File: config.mk
export PLATFORM = sky130hd
export DESIGN_NAME = tdes_pass_sequencer
export DESIGN_NICKNAME = d
export VERILOG_FILES = /design/src/rtl/tdes_pkg.sv /design/src/rtl/tdes_watchdog.sv /design/src/rtl/tdes_pass_sequencer.sv
export SDC_FILE = /design/constraint.sdc
export NUM_CORES = 1
export LEC_CHECK = 0
export ABC_AREA = 1
export CORE_UTILIZATION = 36
export DETAILED_ROUTE_END_ITERATION = 12
export PLACE_DENSITY_LB_ADDON = 0.2
export RECOVER_POWER = 50
export SLEW_MARGIN = 20
export SYNTH_ARGS = -nofsm -noshare
export SYNTH_HDL_FRONTEND = slang
export SYNTH_SLANG_ARGS = --single-unit
File: constraint.sdc
create_clock -name HCLK -period 3.24 [get_ports HCLK]
set_clock_uncertainty 0.2 [all_clocks]
set_input_delay 0.648 -clock HCLK [delete_from_list [all_inputs] [get_ports HCLK]]
set_output_delay 0.648 -clock HCLK [all_outputs]
set_load 0.05 [all_outputs]
File: src/rtl/tdes_pkg.sv
// -----------------------------------------------------------------------------
// tdes_pkg
// Shared types and helpers for the Triple-DES pass sequencer.
//   tdes_seq_state_t : sequencer FSM states
//   tdes_pass_t      : pass index (0..2)
//   pass_key_sel()   : maps (encrypt, pass) to the key index and DES core mode
//                      EDE encrypt : K1/E, K2/D, K3/E
//                      DED decrypt : K3/D, K2/E, K1/D
// -----------------------------------------------------------------------------
package tdes_pkg;

   typedef enum logic [1:0] {
      IDLE   = 2'd0,
      LAUNCH = 2'd1,
      WAIT   = 2'd2,
      DONE   = 2'd3
   } tdes_seq_state_t;

   typedef logic [1:0] tdes_pass_t;

   localparam tdes_pass_t TDES_LAST_PASS = 2'd2;

   localparam logic DES_MODE_ENC = 1'b1;
   localparam logic DES_MODE_DEC = 1'b0;

   // key_idx is 1, 2 or 3 (key1/key2/key3)
   typedef logic [1:0] tdes_key_idx_t;

   typedef struct packed {
      tdes_key_idx_t key_idx;
      logic          mode;
   } tdes_pass_sel_t;

   function automatic tdes_pass_sel_t pass_key_sel(input logic encrypt, input tdes_pass_t pass);
      tdes_pass_sel_t sel;
      case (pass)
         2'd0: begin
            sel.key_idx = encrypt ? 2'd1 : 2'd3;
            sel.mode    = encrypt ? DES_MODE_ENC : DES_MODE_DEC;
         end
         2'd1: begin
            sel.key_idx = 2'd2;
            sel.mode    = encrypt ? DES_MODE_DEC : DES_MODE_ENC;
         end
         // pass 2; the unused code 3 shares it so the mapping stays total
         default: begin
            sel.key_idx = encrypt ? 2'd3 : 2'd1;
            sel.mode    = encrypt ? DES_MODE_ENC : DES_MODE_DEC;
         end
      endcase
      return sel;
   endfunction

endpackage

File: src/rtl/tdes_watchdog.sv
// -----------------------------------------------------------------------------
// tdes_watchdog
// Per-pass cycle counter for the Triple-DES pass sequencer. Saturates at
// TIMEOUT_CYCLES-1 and never wraps.
// Ports:
//   HCLK      in  clock, rising edge
//   HRESET    in  asynchronous, active-low reset
//   clear     in  synchronous clear (takes priority over count_en)
//   count_en  in  increment by one this cycle
//   expired   out count has reached TIMEOUT_CYCLES-1
// -----------------------------------------------------------------------------
module tdes_watchdog #(
   parameter int unsigned TIMEOUT_CYCLES = 64
) (
   input  logic HCLK,
   input  logic HRESET,
   input  logic clear,
   input  logic count_en,
   output logic expired
);

   localparam int unsigned CNT_W = (TIMEOUT_CYCLES > 2) ? $clog2(TIMEOUT_CYCLES) : 1;
   localparam logic [CNT_W-1:0] CNT_LAST = CNT_W'(TIMEOUT_CYCLES - 1);

   logic [CNT_W-1:0] count;

   always_ff @(posedge HCLK or negedge HRESET) begin
      if (!HRESET) begin
         count <= '0;
      end else if (clear) begin
         count <= '0;
      end else if (count_en && (count != CNT_LAST)) begin
         count <= count + 1'b1;
      end
   end

   assign expired = (count == CNT_LAST);

endmodule

File: src/rtl/tdes_pass_sequencer.sv
// -----------------------------------------------------------------------------
// tdes_pass_sequencer
// Drives one shared single-DES core through the three passes of Triple DES
// (EDE encrypt / DED decrypt), with a per-pass watchdog and abort on bus error.
// Ports:
//   HCLK, HRESET           clock (rising) / asynchronous active-low reset
//   enable                 start request, sampled every cycle
//   encryptionType         1 = encrypt (EDE), 0 = decrypt (DED)
//   data, key1..key3       input block and DES keys (latched on acceptance)
//   abort                  bus error; kills the job in flight
//   des_done, des_out      core result valid pulse / core result
//   des_start              core launch pulse
//   des_encrypt, des_key,
//   des_in                 core mode, key and input block for the current pass
//   outputEnable           final result valid, 1-cycle pulse
//   outputData             final result, held until the next completion
//   busy                   high in every state except IDLE
//   timeout_err            sticky watchdog flag, cleared on the next accepted job
//   start_dropped          enable seen while busy and ignored
// -----------------------------------------------------------------------------
module tdes_pass_sequencer
   import tdes_pkg::*;
#(
   parameter int unsigned TIMEOUT_CYCLES = 64
) (
   input  logic        HCLK,
   input  logic        HRESET,
   input  logic        enable,
   input  logic        encryptionType,
   input  logic [63:0] data,
   input  logic [63:0] key1,
   input  logic [63:0] key2,
   input  logic [63:0] key3,
   input  logic        abort,
   input  logic        des_done,
   input  logic [63:0] des_out,
   output logic        des_start,
   output logic        des_encrypt,
   output logic [63:0] des_key,
   output logic [63:0] des_in,
   output logic        outputEnable,
   output logic [63:0] outputData,
   output logic        busy,
   output logic        timeout_err,
   output logic        start_dropped
);

   tdes_seq_state_t state;
   tdes_pass_t      pass;
   logic            enc_reg;
   logic [63:0]     data_reg;
   logic [63:0]     key1_reg;
   logic [63:0]     key2_reg;
   logic [63:0]     key3_reg;
   logic [63:0]     work_reg;
   logic            wd_expired;
   tdes_pass_sel_t  sel;

   tdes_watchdog #(
      .TIMEOUT_CYCLES(TIMEOUT_CYCLES)
   ) u_watchdog (
      .HCLK    (HCLK),
      .HRESET  (HRESET),
      .clear   (state == LAUNCH),
      .count_en(state == WAIT),
      .expired (wd_expired)
   );

   always_ff @(posedge HCLK or negedge HRESET) begin
      if (!HRESET) begin
         state        <= IDLE;
         pass         <= '0;
         enc_reg      <= 1'b0;
         data_reg     <= '0;
         key1_reg     <= '0;
         key2_reg     <= '0;
         key3_reg     <= '0;
         work_reg     <= '0;
         timeout_err  <= 1'b0;
         outputEnable <= 1'b0;
         outputData   <= '0;
      end else begin
         outputEnable <= 1'b0;
         case (state)
            IDLE: begin
               // abort in IDLE vetoes acceptance of a simultaneous enable
               if (enable && !abort) begin
                  enc_reg     <= encryptionType;
                  data_reg    <= data;
                  key1_reg    <= key1;
                  key2_reg    <= key2;
                  key3_reg    <= key3;
                  pass        <= '0;
                  timeout_err <= 1'b0;
                  state       <= LAUNCH;
               end
            end
            LAUNCH: begin
               state <= abort ? IDLE : WAIT;
            end
            WAIT: begin
               // priority: abort, then des_done (beats a watchdog expiring
               // on the same cycle), then timeout
               if (abort) begin
                  state <= IDLE;
               end else if (des_done) begin
                  work_reg <= des_out;
                  if (pass == TDES_LAST_PASS) begin
                     state <= DONE;
                  end else begin
                     pass  <= pass + 2'd1;
                     state <= LAUNCH;
                  end
               end else if (wd_expired) begin
                  timeout_err <= 1'b1;
                  state       <= IDLE;
               end
            end
            DONE: begin
               if (!abort) begin
                  outputEnable <= 1'b1;
                  outputData   <= work_reg;
               end
               state <= IDLE;
            end
         endcase
      end
   end

   always_comb begin
      sel         = pass_key_sel(enc_reg, pass);
      des_encrypt = sel.mode;
      case (sel.key_idx)
         2'd1:    des_key = key1_reg;
         2'd2:    des_key = key2_reg;
         default: des_key = key3_reg;
      endcase
      des_in = (pass == 2'd0) ? data_reg : work_reg;
   end

   assign des_start     = (state == LAUNCH);
   assign busy          = (state != IDLE);
   assign start_dropped = enable && busy;

endmodule
Fig. 1: wires at chosen ports, followed through buffers
Scale bar: 50 um.
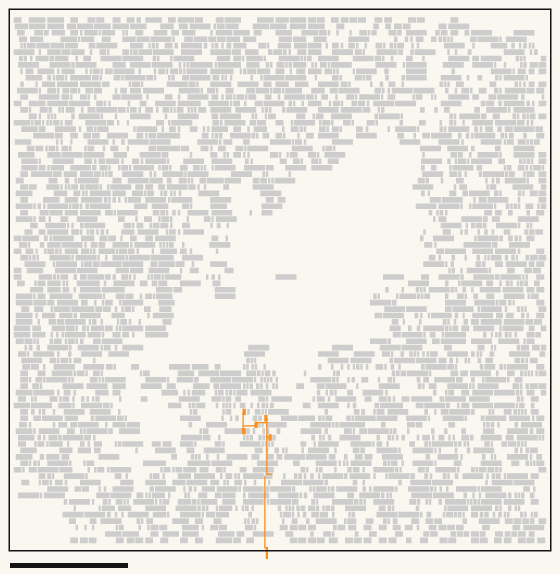
abort -> orange  # bits 1, direction input, edge south, end cells 5, wire 79.3 um
Port Buf Inserts: 523
I/O pins: 524

Fig. 2: placed cells, one color a class
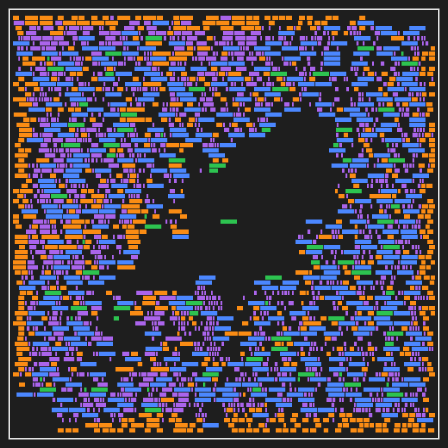
all other logic -> purple  # cells 1572
other buffers and delay cells -> orange  # cells 601
flip-flops -> blue  # cells 397
clock drivers and dummy loads -> green  # cells 77

Fig. 3: sizing map
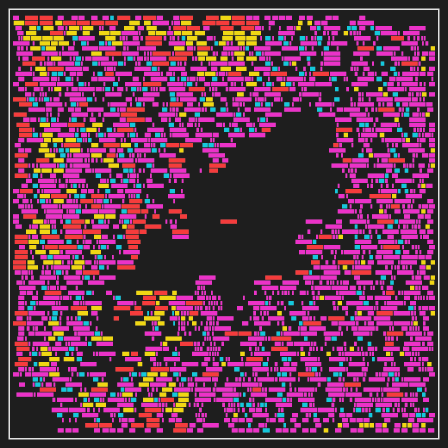
drive 2 -> cyan  # cells 293
drive 3 to 4 -> yellow  # cells 223
drive 1 or less -> magenta  # cells 1953
drive 6 and up -> red  # cells 178
Final Instance Area: 28440 um2
Layout area overhead: 53.82%
nonclk buf count: 601
Worst Slack Setup Final: -219.8 ps

==> impl_metrics.env <==
# implementation run metrics
export IMPL_syn_area_per_cell_um2=8.825
export IMPL_drt_pass1_iter_count=5
export IMPL_fin_util_pct=56.45
export IMPL_synth_seq_share_pct=53.74
export IMPL_critPathCaptureType="output port"
export IMPL_pre_cts_slack_ps=179.3
export IMPL_top_cell_area_share_pct=53.74
export IMPL_drt_met1_wl_mm=25.43
export IMPL_fin_ws_ps=-219.8
export IMPL_highest_layer="met5"
export IMPL_finalCritPeriodShare_pct=106.8
export IMPL_clock_latency_ps=560
export IMPL_finalHoldViolCount=0
export IMPL_hp_start="timeout_err"
export IMPL_worst_slew_pin_slew_ps=1834
export IMPL_ff2ff_setup_slack_ps=380
export IMPL_h_tree_depth=2
export IMPL_fmax_mhz=289.0
export IMPL_cp_slowest_stage_delay_ps=400
export IMPL_relSlewSlack_pct=-22.27
export IMPL_fp_nets=2427
export IMPL_netlist_instances=2095
export IMPL_place_gp_congestion=0.8869
export IMPL_placed_area_um2=25370
export IMPL_worstPathArrival_ps=2610
export IMPL_drtIter0Drc=875
export IMPL_yosys_cells=2095
export IMPL_holdPathEnd="timeout_err"
export IMPL_inv_count=339
export IMPL_synth_flops=397
export IMPL_yosys_warnings=0
export IMPL_final_setup_viol_count=106
export IMPL_status="finished with violations"
export IMPL_yosys_area_top_type="dfrtp_1"
export IMPL_grt_met1_usage_pct=29.01
export IMPL_area_dominant_class="sequential cells"
export IMPL_violations="capacitance limit, slew limit, setup timing"
export IMPL_sh_seq_area_pct=34.93
export IMPL_period_minus_slack_ps=3460
export IMPL_fin_cells=3331
export IMPL_gr_usage_all_layers_pct=23.88
export IMPL_worst_path_max_delay_cell="dfrtp_1"
export IMPL_crit_start="pass[1]"
export IMPL_cts_buffer_depth=3
export IMPL_comb_cells=1233
export IMPL_fillCellCount=4400
export IMPL_rows=82
export IMPL_dp_cells=3205
export IMPL_final_common_cell="nand2_1"
export IMPL_tns_ps=-13580
export IMPL_crit_end="des_key[35]"
export IMPL_fp_util_pct=36.70
export IMPL_wl_per_cell_um=18.83
export IMPL_nWellTaps=672
export IMPL_hold_path_class="flop to flop"
export IMPL_sh_comb_area_pct=27.93
export IMPL_die_h_um=228.6
export IMPL_grt_pass1_vias=16200
export IMPL_tool_warnings=38
export IMPL_via_per_inst=4.707
export IMPL_edf_count=0
export IMPL_maxCapViolCount=1
export IMPL_rr_worst_depth=6
export IMPL_path_cells="inv_2 > ha_4 > nor2_2 > nor3_4 > ha_4 > inv_8 > buf_8 > buf_12 > nor2_2 > a21oi_4 > buf_12"
export IMPL_seq_cell_count=397
export IMPL_hold_path_cell_count=2
export IMPL_busiest_layer="met2"
export IMPL_yosys_cell_count_top_type="nand2_1"
export IMPL_grtUsageMet2_pct=39.07
export IMPL_slew_viol_final=67
==> worst reg2reg max path: cells and delay by family (launching register included) <==
| kind | cells | cell delay [ps] |
|---|---|---|
| simple gates | 3 | 1160 |
| compound gates | 1 | 190 |
| buf+inv | 2 | 760 |
| flops | 1 | 400 |
==> logic make-up (layout without fill, tap and decap cells) <==
logic type / Yosys count / count (layout) / share of synthesized area, %
AOI/OAI and AO/OA: 584 / 584 / 19.60
xor gates and xnor gates: 1 / 1 / 0.04738
adders and majority gates: 6 / 6 / 0.4061
buffers and inverters: 465 / 1017 / 12.23
DFF: 397 / 397 / 53.74
other: 0 / 12 / 0
and+or+nand+nor: 642 / 642 / 13.98
